===== src/rtl/po_input_loader.sv =====
// po_input_loader
//   Streams 64-bit cone-data words into the PO core's input array. Each
//   accepted beat is written at the same address into the main input array
//   and all replicated banks in a single cycle. When the image is loaded the
//   block waits out one flush cycle, pulses go_o to start the core, then waits
//   for the core's done and reports completion.
//
// Optional feature (macro PO_LOADER_CHECKSUM_EN):
//   adds checksum_o, the modulo-2^DATA_W sum of every word accepted in the
//   current load. It clears on an accepted start and on reset.
//
// Ports
//   clk, reset     single clock, synchronous active-high reset
//   start_i        begin a load (sampled only when idle)
//   word_count_i   words in this load, 1..2^ADDR_W, latched with start_i
//   s_data_i/s_valid_i/s_ready_o   input word stream (valid/ready)
//   wr_addr_o/wr_data_o/bank_we_o  RAM write port; all bank lanes fire together
//   go_o           one-cycle start pulse to the core
//   core_done_i    core completion, honoured only while waiting for it
//   busy_o         high whenever not idle
//   load_done_o    one-cycle pulse when the core run has completed
//   err_o          one-cycle pulse when a start with a bad count is rejected
//   checksum_o     (macro only) running sum of accepted words
module po_input_loader #(
   parameter int DATA_W    = 64,
   parameter int ADDR_W    = 9,
   parameter int NUM_BANKS = 7
) (
   input  logic                 clk,
   input  logic                 reset,
   input  logic                 start_i,
   input  logic [ADDR_W:0]      word_count_i,
   input  logic [DATA_W-1:0]    s_data_i,
   input  logic                 s_valid_i,
   output logic                 s_ready_o,
   output logic [ADDR_W-1:0]    wr_addr_o,
   output logic [DATA_W-1:0]    wr_data_o,
   output logic [NUM_BANKS-1:0] bank_we_o,
   output logic                 go_o,
   input  logic                 core_done_i,
   output logic                 busy_o,
   output logic                 load_done_o,
`ifdef PO_LOADER_CHECKSUM_EN
   output logic                 err_o,
   output logic [DATA_W-1:0]    checksum_o
`else
   output logic                 err_o
`endif
);

   // Array capacity; needs ADDR_W+1 bits so a full-array load is representable.
   localparam logic [ADDR_W:0] DEPTH = {1'b1, {ADDR_W{1'b0}}};

   typedef enum logic [2:0] {
      S_IDLE,
      S_LOAD,
      S_FLUSH,
      S_GO,
      S_WAIT_DONE
   } state_t;

   state_t          state_q, state_d;
   logic [ADDR_W:0] cnt_q;     // next address to write == beats accepted so far
   logic [ADDR_W:0] count_q;   // words in this load
   logic            count_ok;
   logic            start_ok;
   logic            start_bad;
   logic            all_taken;
   logic            accept;

   assign count_ok  = (word_count_i != '0) && (word_count_i <= DEPTH);
   assign start_ok  = (state_q == S_IDLE) && start_i && count_ok;
   assign start_bad = (state_q == S_IDLE) && start_i && !count_ok;

   // Once every beat has been taken, ready drops while the state is still
   // LOAD; that LOAD cycle is the one in which the final word is on the
   // write port. cnt_q stops at count_q, so a full-array load never wraps
   // back to address 0.
   assign all_taken = (cnt_q == count_q);
   assign s_ready_o = (state_q == S_LOAD) && !all_taken;
   assign accept    = s_ready_o && s_valid_i;

   assign go_o      = (state_q == S_GO);
   assign busy_o    = (state_q != S_IDLE);

   // ---------------------------------------------------------------------
   // State register
   // ---------------------------------------------------------------------
   always_ff @(posedge clk) begin
      if (reset) state_q <= S_IDLE;
      else       state_q <= state_d;
   end

   // ---------------------------------------------------------------------
   // Next-state logic
   //   LOAD   -> FLUSH once the last word is being written
   //   FLUSH  : a quiet cycle so the core never starts in the same cycle a
   //            bank is written
   //   GO     : single go_o cycle
   // ---------------------------------------------------------------------
   always_comb begin
      state_d = state_q;
      case (state_q)
         S_IDLE:      if (start_ok)    state_d = S_LOAD;
         S_LOAD:      if (all_taken)   state_d = S_FLUSH;
         S_FLUSH:                      state_d = S_GO;
         S_GO:                         state_d = S_WAIT_DONE;
         S_WAIT_DONE: if (core_done_i) state_d = S_IDLE;
         default:                      state_d = S_IDLE;
      endcase
   end

   // ---------------------------------------------------------------------
   // Count latch and address counter
   // ---------------------------------------------------------------------
   always_ff @(posedge clk) begin
      if (reset) begin
         cnt_q   <= '0;
         count_q <= '0;
      end else if (start_ok) begin
         cnt_q   <= '0;
         count_q <= word_count_i;
      end else if (accept) begin
         cnt_q   <= cnt_q + 1'b1;
      end
   end

   // ---------------------------------------------------------------------
   // RAM write port: one registered stage after the handshake. Reset clears
   // the enables, so a write queued on the reset edge never happens.
   // ---------------------------------------------------------------------
   always_ff @(posedge clk) begin
      if (reset) begin
         wr_addr_o <= '0;
         wr_data_o <= '0;
         bank_we_o <= '0;
      end else begin
         bank_we_o <= {NUM_BANKS{accept}};
         if (accept) begin
            wr_addr_o <= cnt_q[ADDR_W-1:0];
            wr_data_o <= s_data_i;
         end
      end
   end

   // ---------------------------------------------------------------------
   // Status pulses
   // ---------------------------------------------------------------------
   always_ff @(posedge clk) begin
      if (reset) begin
         err_o       <= 1'b0;
         load_done_o <= 1'b0;
      end else begin
         err_o       <= start_bad;
         load_done_o <= (state_q == S_WAIT_DONE) && core_done_i;
      end
   end

`ifdef PO_LOADER_CHECKSUM_EN
   // Running sum of accepted words; it is frozen from the last beat until
   // the next accepted start, so it is stable by the go_o cycle.
   logic [DATA_W-1:0] sum_q;

   always_ff @(posedge clk) begin
      if (reset)         sum_q <= '0;
      else if (start_ok) sum_q <= '0;
      else if (accept)   sum_q <= sum_q + s_data_i;
   end

   assign checksum_o = sum_q;
`endif

endmodule


===== config.mk =====
export PLATFORM = sky130hd
export DESIGN_NAME = po_input_loader
export DESIGN_NICKNAME = d
export VERILOG_FILES = /design/src/rtl/po_input_loader.sv
export SDC_FILE = /design/constraint.sdc
export NUM_CORES = 1
export LEC_CHECK = 0
export CELL_PAD_IN_SITES_DETAIL_PLACEMENT = 1
export CELL_PAD_IN_SITES_GLOBAL_PLACEMENT = 1
export CORE_MARGIN = 2
export CORE_UTILIZATION = 36
export CTS_CLUSTER_DIAMETER = 150
export CTS_CLUSTER_SIZE = 25
export DETAILED_ROUTE_END_ITERATION = 16
export PLACE_DENSITY = 0.93
export SLEW_MARGIN = 20
export SYNTH_ARGS = -nofsm -noshare
export SYNTH_HDL_FRONTEND = slang
export SYNTH_SLANG_ARGS = --single-unit
export TNS_END_PERCENT = 10

===== constraint.sdc =====
create_clock -name clk -period 5 [get_ports clk]
set_input_delay 1 -clock clk [delete_from_list [all_inputs] [get_ports clk]]
set_output_delay 1 -clock clk [all_outputs]
set_load 0.02 [all_outputs]

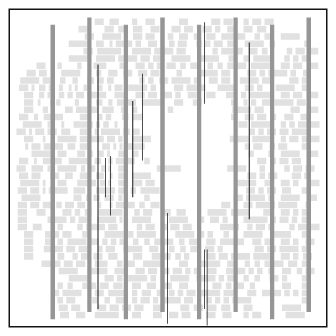
**Above:** the metal 4 layer.
Supply wires on this layer in grey. Cells faint in the background.
nets with wire on the layer	9
longest straight run	90.4 um
final wirelength: 12,800 um
via count: 3,759

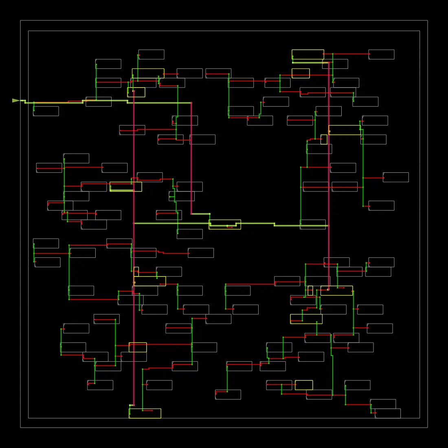
**Above:** clock routing.
clk_buf instances: 15
clk latency late pin: 0.35 ns
Power Clock: 691 uW
Clock Skew: 0.00635 ns
total clock buffers created by CTS: 9

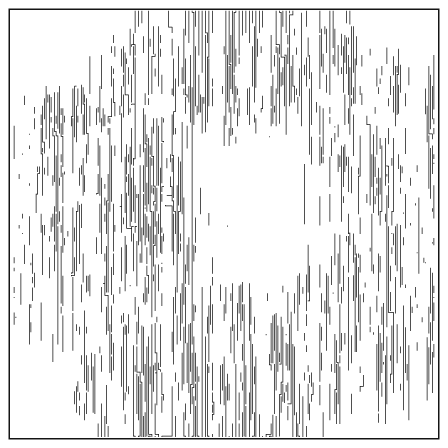
**Above:** signal wires on met2.
nets with wire on the layer	636
main direction	vertical
share of all routed wire	53%

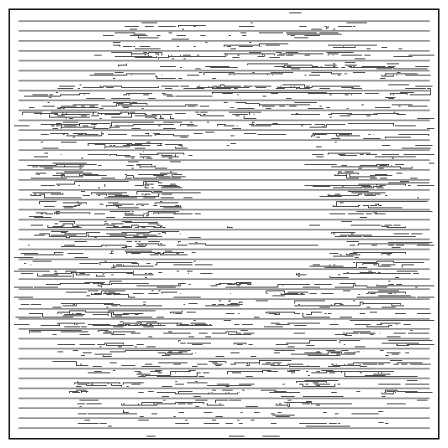
**Above:** metal 1.
Supply wires on this layer in grey.
wire length on this layer	4,990 um
share of all routed wire	39%
longest straight run	31.3 um
nets with wire on the layer	629

==> deck_impl_summary.md <==
Implementation Results

Status
  – Outcome: finished clean

Clocking
  – CTS tree: built
  – Post-CTS Resized: 0
  – Cts hold-fix bufs: 0
  – CTS Root Cell: clkbuf_16
  – TritonCTS sink count: between 90 and 100
  – Clock tree buffer depth: 2

Final layout
  – Non-filler cells, final: 788
  – NumNets Final: 691
  – Layout cells sized above 1: 0.0422
  – Biggest registers after layout: wr_data_o x64, cnt_q x10, count_q x10

Global routing
  – Met3 usage in global routing: 0.0386
  – GRT Total Usage: 0.185
  – GR met1 Demand/Resource: 0.191
  – Pin count of the biggest net entering global routing: around 100
  – Vias in the first global route: 3,989
  – Busiest grt layer: met2

Detailed routing
  – Top Metal Used: met4
  – DRC Markers: 0
  – Vias per Instance: between 4 and 5
  – Initial DRC Count: 80
  – Drt pass-1 iters: 4
  – WL per Instance: 16.3 um
  – ANT nets after route: 0

Yosys
  – Post-Synthesis Cell Area: around 4600 um^2
  – Post-synth regs: around 100
  – Largest logic family: simple AND/OR/NAND/NOR gates
  – Seq/Total Area, Yosys: 0.429
  – Share of the synthesized area in the top cell type: 0.429
  – Mux share: 0.180
  – Xor/xnor share: 0.0209
  – Most instantiated library cell after synthesis: nand2b_1
  – Syn avg cell area: between 9 and 10 um^2
  – Mapped Nets: between 500 and 600
  – Main area contributors: dfxtp_1 (43%), nand2b_1 (20%), mux2i_1 (18%)
  – Yosys warning tally: 0

Final timing
  – Endpoints failing setup: 0
  – Hold_ws: between 0.4 and 0.5 ns
  – Setup TNS: 0 ns
  – Fmax: approximately 280 MHz
  – Final Hold Vio Count: 0
  – RSZ-0062 raised after global routing: no
  – Worst-Margin Slew: between 0.9 and 1 ns
  – Final worst slack: roughly 1.4 ns
  – Max_slew headroom: 0.371
  – Final Slew Violations: 0

Critical path
  – CP required: 4.00 ns
  – Slowest CP cell: and3_1
  – Worst setup EP type: primary output
  – Worst path cell trace: xor2_1 -> nor4_2 -> and3_1 -> nor4b_1 -> clkdlybuf4s50_1
  – Critical path peak fanout: 17
  – Reg2Reg Depth: 6
  – Worst Setup SP: cnt_q[4]$_SDFFE_PP0P_
  – Levels on crit path: 5
  – Max stage delay on crit path: roughly 0.63 ns
  – FF-to-FF setup slack: between 2 and 2.5 ns

Placed design
  – DP Wirelength: 9460 um
  – Pre-CTS setup slack: between 1.5 and 2 ns
  – GP Congestion: roughly 0.79
  – Post-placement cell count: 772
  – I/O Buffers: 163

Floorplanning
  – Die Span Y: around 120 um
  – Core Rows: slightly above 40
  – Core area: about 13,000 um^2
  – Die outline width: 117 um

Power and ir drop
  – Worst VDD drop: 0.000124 V
  – LEAKAGE: approximately 2.3 nW
  – Overall Power: between 1.5 and 2 mW

Run
  – Warning total across the stage logs: 26

Hold path
  – Worst min path class: register to register
## placed cells by master (no fill, tap or decap), types with 5 or more instances in the layout
cell type	Yosys	layout
clkbuf_16	0	9
nand2b_1	146	146
nor3_1	5	5
dfxtp_1	99	99
mux2i_1	83	83
clkdlybuf4s50_1	0	162
nor2_1	13	12
and3_1	5	5
xor2_1	10	10
nand2_1	15	15
## layout make-up
type,count,area [um^2]
repair buffers,168,1690
clock buffers,15,288
inverters,3,11.3
fillers,1398,5980
well taps,172,215
flip-flops and latches,99,1980
multi-input cells,330,2400
clock inverters,1,5.00
## report_power, final
group	total, mW	internal, mW	switching [mW]
clock	0.691	0.392	0.299
sequential	0.836	0.815	0.0212
combinational	0.298	0.162	0.136
total	1.83	1.37	0.456
Power figures rest on the tool's default switching activity, not on a simulated workload.
